===== config.mk =====
export PLATFORM = sky130hd
export DESIGN_NAME = fifo_wr_arbiter_flat
export DESIGN_NICKNAME = d
export VERILOG_FILES = /design/src/rtl/fifo_wr_arbiter_if.sv /design/src/rtl/fifo_wr_arbiter.sv /design/src/flat_wrapper.sv
export SDC_FILE = /design/constraint.sdc
export NUM_CORES = 1
export LEC_CHECK = 0
export CORE_MARGIN = 3
export CORE_UTILIZATION = 42
export DETAILED_ROUTE_END_ITERATION = 8
export GPL_ROUTABILITY_DRIVEN = 0
export MAX_ROUTING_LAYER = met4
export PLACE_DENSITY = 0.88
export SLEW_MARGIN = 20
export SYNTH_ARGS = -nofsm -noshare
export SYNTH_HDL_FRONTEND = slang
export SYNTH_SLANG_ARGS = --single-unit

===== constraint.sdc =====
create_clock -name clk -period 2.6 [get_ports clk]
set_input_delay 0.52 -clock clk [delete_from_list [all_inputs] [get_ports clk]]
set_output_delay 0.52 -clock clk [all_outputs]
set_load 0.005 [all_outputs]

===== src/rtl/fifo_wr_arbiter_if.sv =====
// Interface bundling the requester-side and FIFO-write-side signals of fifo_wr_arbiter.
//   req       : per-requester write request, held until granted
//   data_in   : requester i data at [i*DWIDTH +: DWIDTH]
//   gnt       : one-hot grant back to the requesters
//   fifo_full : FIFO full flag
//   fifo_wr   : FIFO write strobe
//   fifo_din  : FIFO write data
// Modport master is the arbiter side; slave is the producers/FIFO side.
interface fifo_wr_arbiter_if #(
   parameter int unsigned NREQ   = 4,
   parameter int unsigned DWIDTH = 8
);
   logic [NREQ-1:0]        req;
   logic [NREQ*DWIDTH-1:0] data_in;
   logic [NREQ-1:0]        gnt;
   logic                   fifo_full;
   logic                   fifo_wr;
   logic [DWIDTH-1:0]      fifo_din;

   modport master (
      input  req,
      input  data_in,
      input  fifo_full,
      output gnt,
      output fifo_wr,
      output fifo_din
   );

   modport slave (
      output req,
      output data_in,
      output fifo_full,
      input  gnt,
      input  fifo_wr,
      input  fifo_din
   );
endinterface


===== src/rtl/fifo_wr_arbiter.sv =====
// Round-robin write arbiter sharing one synchronous-FIFO write port among NREQ producers.
// Each winner may write up to BURST_MAX consecutive words before the pointer rotates.
// Ports:
//   clk       : clock, all state updates on the rising edge
//   rst       : synchronous active-high reset
//   en        : arbitration enable; 0 = no new grants
//   bus       : fifo_wr_arbiter_if.master (req, data_in, gnt, fifo_full, fifo_wr, fifo_din)
//   busy      : 1 while in the burst state
//   clr_stats : synchronous clear of stall_cnt
//   stall_cnt : saturating count of cycles with en & |req & fifo_full
module fifo_wr_arbiter #(
   parameter int unsigned NREQ      = 4,
   parameter int unsigned DWIDTH    = 8,
   parameter int unsigned BURST_MAX = 4
) (
   input  logic                       clk,
   input  logic                       rst,
   input  logic                       en,
   fifo_wr_arbiter_if.master          bus,
   output logic                       busy,
   input  logic                       clr_stats,
   output logic [15:0]                stall_cnt
);

   localparam int unsigned PtrW = (NREQ > 1) ? $clog2(NREQ) : 1;
   localparam int unsigned CntW = $clog2(BURST_MAX + 1);

   typedef enum logic [0:0] {StIdle, StBurst} state_e;

   state_e            state_q, state_d;
   logic [PtrW-1:0]   rr_ptr_q, rr_ptr_d;
   logic [PtrW-1:0]   owner_q, owner_d;
   logic [CntW-1:0]   beat_cnt_q, beat_cnt_d;
   logic [15:0]       stall_cnt_q, stall_cnt_d;

   logic              found;
   logic [PtrW-1:0]   sel;
   logic [NREQ-1:0]   gnt;
   logic [DWIDTH-1:0] din;
   logic              stall_event;

   // Increment modulo NREQ; NREQ need not be a power of two.
   function automatic logic [PtrW-1:0] wrap_inc(input logic [PtrW-1:0] p);
      logic [PtrW-1:0] r;
      if (32'(p) + 32'd1 == NREQ) begin
         r = '0;
      end else begin
         r = p + 1'b1;
      end
      return r;
   endfunction

   // Round-robin search starting at rr_ptr_q.
   always_comb begin
      int unsigned idx;
      found = 1'b0;
      sel   = '0;
      idx   = 0;
      for (int unsigned k = 0; k < NREQ; k++) begin
         idx = (32'(rr_ptr_q) + k) % NREQ;
         if (!found && bus.req[idx]) begin
            found = 1'b1;
            sel   = PtrW'(idx);
         end
      end
   end

   // Next-state and grant logic.
   always_comb begin
      state_d    = state_q;
      rr_ptr_d   = rr_ptr_q;
      owner_d    = owner_q;
      beat_cnt_d = beat_cnt_q;
      gnt        = '0;

      unique case (state_q)
         StIdle: begin
            if (en && found && !bus.fifo_full) begin
               gnt[sel]   = 1'b1;
               owner_d    = sel;
               beat_cnt_d = CntW'(1);
               if (BURST_MAX == 1) begin
                  rr_ptr_d = wrap_inc(sel);
               end else begin
                  state_d = StBurst;
               end
            end
         end
         StBurst: begin
            if (en && bus.req[owner_q]) begin
               // Full pauses the burst with beat_cnt held.
               if (!bus.fifo_full) begin
                  gnt[owner_q] = 1'b1;
                  beat_cnt_d   = beat_cnt_q + 1'b1;
                  if (32'(beat_cnt_q) + 32'd1 == BURST_MAX) begin
                     state_d  = StIdle;
                     rr_ptr_d = wrap_inc(owner_q);
                  end
               end
            end else begin
               // Owner dropped or arbitration disabled: one bubble, then rotate.
               state_d  = StIdle;
               rr_ptr_d = wrap_inc(owner_q);
            end
         end
         default: state_d = StIdle;
      endcase

      if (rst) begin
         gnt = '0;
      end
   end

   // Data mux; gnt is one-hot or zero so OR-reduction is a clean select.
   always_comb begin
      din = '0;
      for (int unsigned i = 0; i < NREQ; i++) begin
         if (gnt[i]) begin
            din = din | bus.data_in[i*DWIDTH +: DWIDTH];
         end
      end
   end

   assign stall_event = en & (|bus.req) & bus.fifo_full;

   always_comb begin
      stall_cnt_d = stall_cnt_q;
      if (clr_stats) begin
         stall_cnt_d = '0;
      end else if (stall_event && stall_cnt_q != 16'hFFFF) begin
         stall_cnt_d = stall_cnt_q + 16'd1;
      end
   end

   always_ff @(posedge clk) begin
      if (rst) begin
         state_q     <= StIdle;
         rr_ptr_q    <= '0;
         owner_q     <= '0;
         beat_cnt_q  <= '0;
         stall_cnt_q <= '0;
      end else begin
         state_q     <= state_d;
         rr_ptr_q    <= rr_ptr_d;
         owner_q     <= owner_d;
         beat_cnt_q  <= beat_cnt_d;
         stall_cnt_q <= stall_cnt_d;
      end
   end

   assign bus.gnt      = gnt;
   assign bus.fifo_wr  = |gnt;
   assign bus.fifo_din = din;
   assign busy         = (state_q == StBurst);
   assign stall_cnt    = stall_cnt_q;

endmodule


===== src/flat_wrapper.sv =====
// flat-port wrapper written by rule: the top's interface ports become plain ports
module fifo_wr_arbiter_flat 
#(
   parameter int unsigned NREQ      = 4,
   parameter int unsigned DWIDTH    = 8,
   parameter int unsigned BURST_MAX = 4
)
  (clk, rst, en, busy, clr_stats, stall_cnt, bus_req, bus_data_in, bus_fifo_full, bus_gnt, bus_fifo_wr, bus_fifo_din);
  fifo_wr_arbiter_if #(.NREQ(NREQ), .DWIDTH(DWIDTH)) bus_i ();
  input  logic clk;
  input  logic rst;
  input  logic en;
  output logic busy;
  input  logic clr_stats;
  output logic [15:0] stall_cnt;
  input wire logic [$bits(bus_i.req)-1:0] bus_req;
  input wire logic [$bits(bus_i.data_in)-1:0] bus_data_in;
  input wire logic [$bits(bus_i.fifo_full)-1:0] bus_fifo_full;
  output wire logic [$bits(bus_i.gnt)-1:0] bus_gnt;
  output wire logic [$bits(bus_i.fifo_wr)-1:0] bus_fifo_wr;
  output wire logic [$bits(bus_i.fifo_din)-1:0] bus_fifo_din;
  assign bus_i.req = bus_req;
  assign bus_i.data_in = bus_data_in;
  assign bus_i.fifo_full = bus_fifo_full;
  assign bus_gnt = bus_i.gnt;
  assign bus_fifo_wr = bus_i.fifo_wr;
  assign bus_fifo_din = bus_i.fifo_din;
  fifo_wr_arbiter #(.NREQ(NREQ), .DWIDTH(DWIDTH), .BURST_MAX(BURST_MAX)) u_core (.clk(clk), .rst(rst), .en(en), .bus(bus_i), .busy(busy), .clr_stats(clr_stats), .stall_cnt(stall_cnt));
endmodule

**Signal wires by layer**

Scale bar: 20 µm. Two of the layers only.
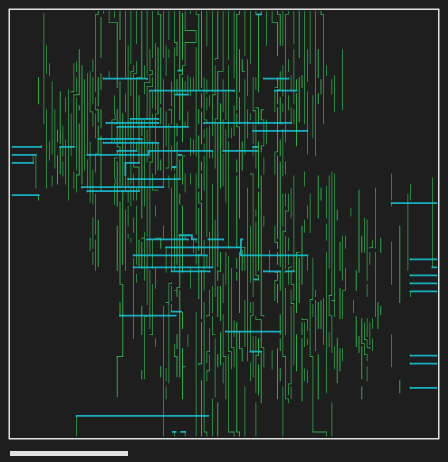
| layer | color | wire length |
|---|---|---|
| met2 | green | 3,310 µm |
| met3 | cyan | 345 µm |
Post-Route WL: 6240 µm
routed length per instance: 17.7 µm
Via Count: 2,084
gr usage total: 22.2%

**Placement by cell class**

Fill, decap, tap and diode cells in gray.
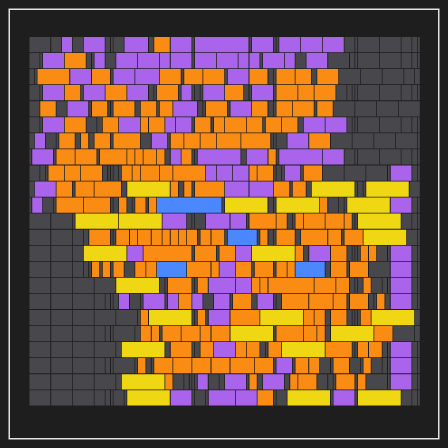
| class | color | cells |
|---|---|---|
| flip-flops | yellow | 24 |
| other buffers and delay cells | purple | 92 |
| all other logic | orange | 182 |
| clock drivers and dummy loads | blue | 4 |

**Sequential cells colored by netlist name**

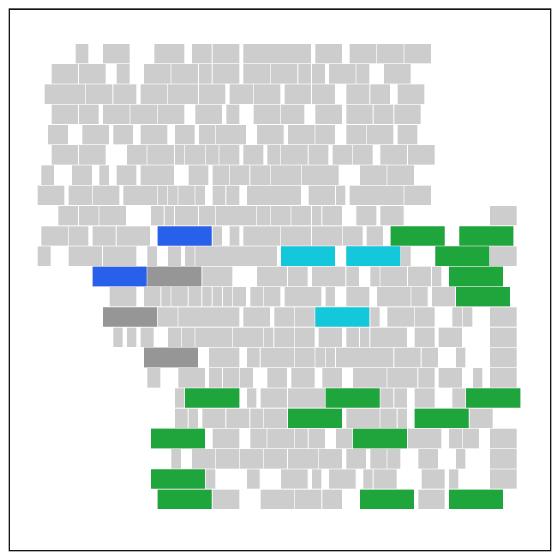
| name in the netlist | color | placed flops |
|---|---|---|
| u_core.stall_cnt | green | 16 |
| u_core.beat_cnt_q | cyan | 3 |
| u_core.owner_q | blue | 2 |
not colored: 3
register area: 480 µm²
sequential cell power: 380 µW
Seq/total area: 17.0%

**Signal metal coverage by tile**

Scale bar: 20 µm. 14 x 14 tiles, from black (low) to pale yellow (high), scaled to the fullest tile. Values are wire area over tile area, all layers added.
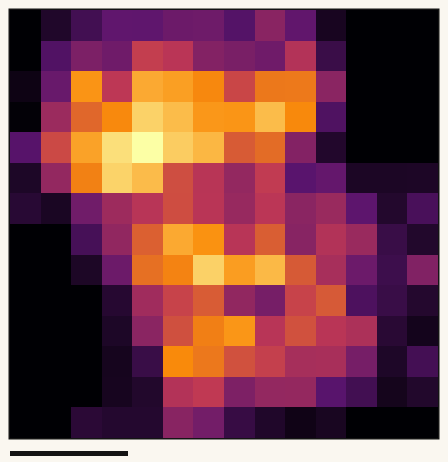
nearly empty tiles: 20%
emptiest ninth of the die: lower left
tiles over half the peak: 27%
mean over tiles: 0.19
fullest tile: 0.57

**Cell outlines without signal wires**

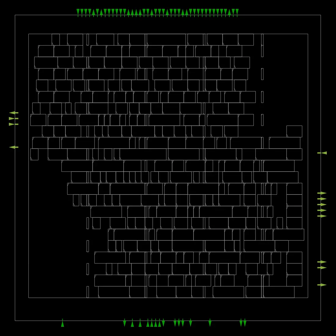
Final Util: 68.2%
Rows: 23

routing by layer:
layer	track usage [%]	vias up	wire [µm]
li1	-	999	-
met1	26.6	981	2440
met2	38.4	90	3310
met3	4.02	14	345
met4	5.33	0	140
met5	-	-	0
timing repair:
action,4_1_cts,5_1_grt
pin swaps,3,6
cloned,0,2
hold buffers,0,0
setup buffers,3,2
setup endpoints to repair,13,12
resized,69,17
sequential cells by signal, summed over array words and instances, names as in the netlist:
name and cells:
u_core.rr_ptr_q 2, u_core.busy 1, u_core.owner_q 2, u_core.stall_cnt 16
u_core.beat_cnt_q 3
power by group through the flow:
stage                     clock network (µW)  logic, µW  registers, µW
after detailed placement                   0        213            387
final                                    333        234            380
after global placement                     0        208            387
after global routing                     351        249            380
after CTS                                334        218            379
after floorplan                            0       94.8            387
==> flow_summary.json <==
{
  "cts_tree": "yes",
  "drive_above_1_share_pct": 21.9,
  "dpl_cell_area_um2": 2680,
  "netlist_top_cells_count": "dfxtp_1 (24), nor2_1 (20), mux2i_1 (19)",
  "yosys.area_share.adder_pct": 4.04,
  "status": "finished, violations left",
  "clock_buffers": 3,
  "flop_cell": "dfxtp_1",
  "min_to": "u_core.beat_cnt_q[0]$_SDFFE_PP0P_",
  "leakagePower_uw": 0.00109,
  "worstPathArrival_ps": 2100,
  "synth_seq_share_pct": 25.9,
  "fin_ws_ps": -15.1,
  "hold_path_depth": 1,
  "antenna_cells": 0,
  "crit_family": "AND-OR/OR-AND gates",
  "grt_pass1_wl_um": 9090,
  "worst-path-max-fanout": 5,
  "via_per_inst": 5.92,
  "synth.comb.largest_family": "AND-OR/OR-AND gates",
  "tns_ps": -15.1,
  "floorplanUtilization_pct": 44.8,
  "grt_pass1_vias": 1927,
  "maxSlewViolCount": 0,
  "clock_sinks": 24,
  "p_int_uw": 709,
  "grt-ovfl-total": 0,
  "signal_buffers": 92,
  "cap_violations": 0,
  "mux_share_pct": 11.5,
  "r2r-end": "u_core.stall_cnt[9]$_SDFFE_PP0P_",
  "dp_cells": 341,
  "power.total_uw": 947,
  "yosysCellCount": 219,
  "hpwl_um": 4300,
  "warnings": 29,
  "cts_buffer_depth": 2,
  "min_period_ps": 2620,
  "crit_chain": "mux2i_1, nor2_1, a311oi_2, nand2_2, buf_6, o221ai_1, buf_2",
  "switchingPower_uw": 238,
  "max_freq_mhz": 382,
  "top_area_cell": "dfxtp_1",
  "end_kind": "output port",
  "ys_area_um2": 1860,
  "layout_top_cell": "clkdlybuf4s50_1",
  "fin_skew_ps": 8.39,
  "root_buffer": "clkbuf_8",
  "stdcell_area_um2": 2830,
  "cp_slowest_cell": "dfxtp_1",
  "compound_area_share_pct": 25.3,
  "clkLatencyLatePin_ps": 270,
  "antenna_found_initial": 0,
  "drt-initial-drc-count": 159,
  "dieArea_um2": 5250,
  "required_ps": 2080,
  "nets": 350,
  "path_class": "reg -> out",
  "power_density_nw_per_um2": 335,
  "ys_types": 49,
  "flops": 24,
  "clk_pin_slew_ps": 90,
  "whs_ps": 483,
  "instances_no_fill": 352,
  "synth_top_cell_by_count": "dfxtp_1",
  "violations": "setup timing",
  "io_pins": 71,
  "setup_viol": 1,
  "synth.top_cell.area_share_pct": 25.9
}
Power is estimated from default activity; no workload was simulated.
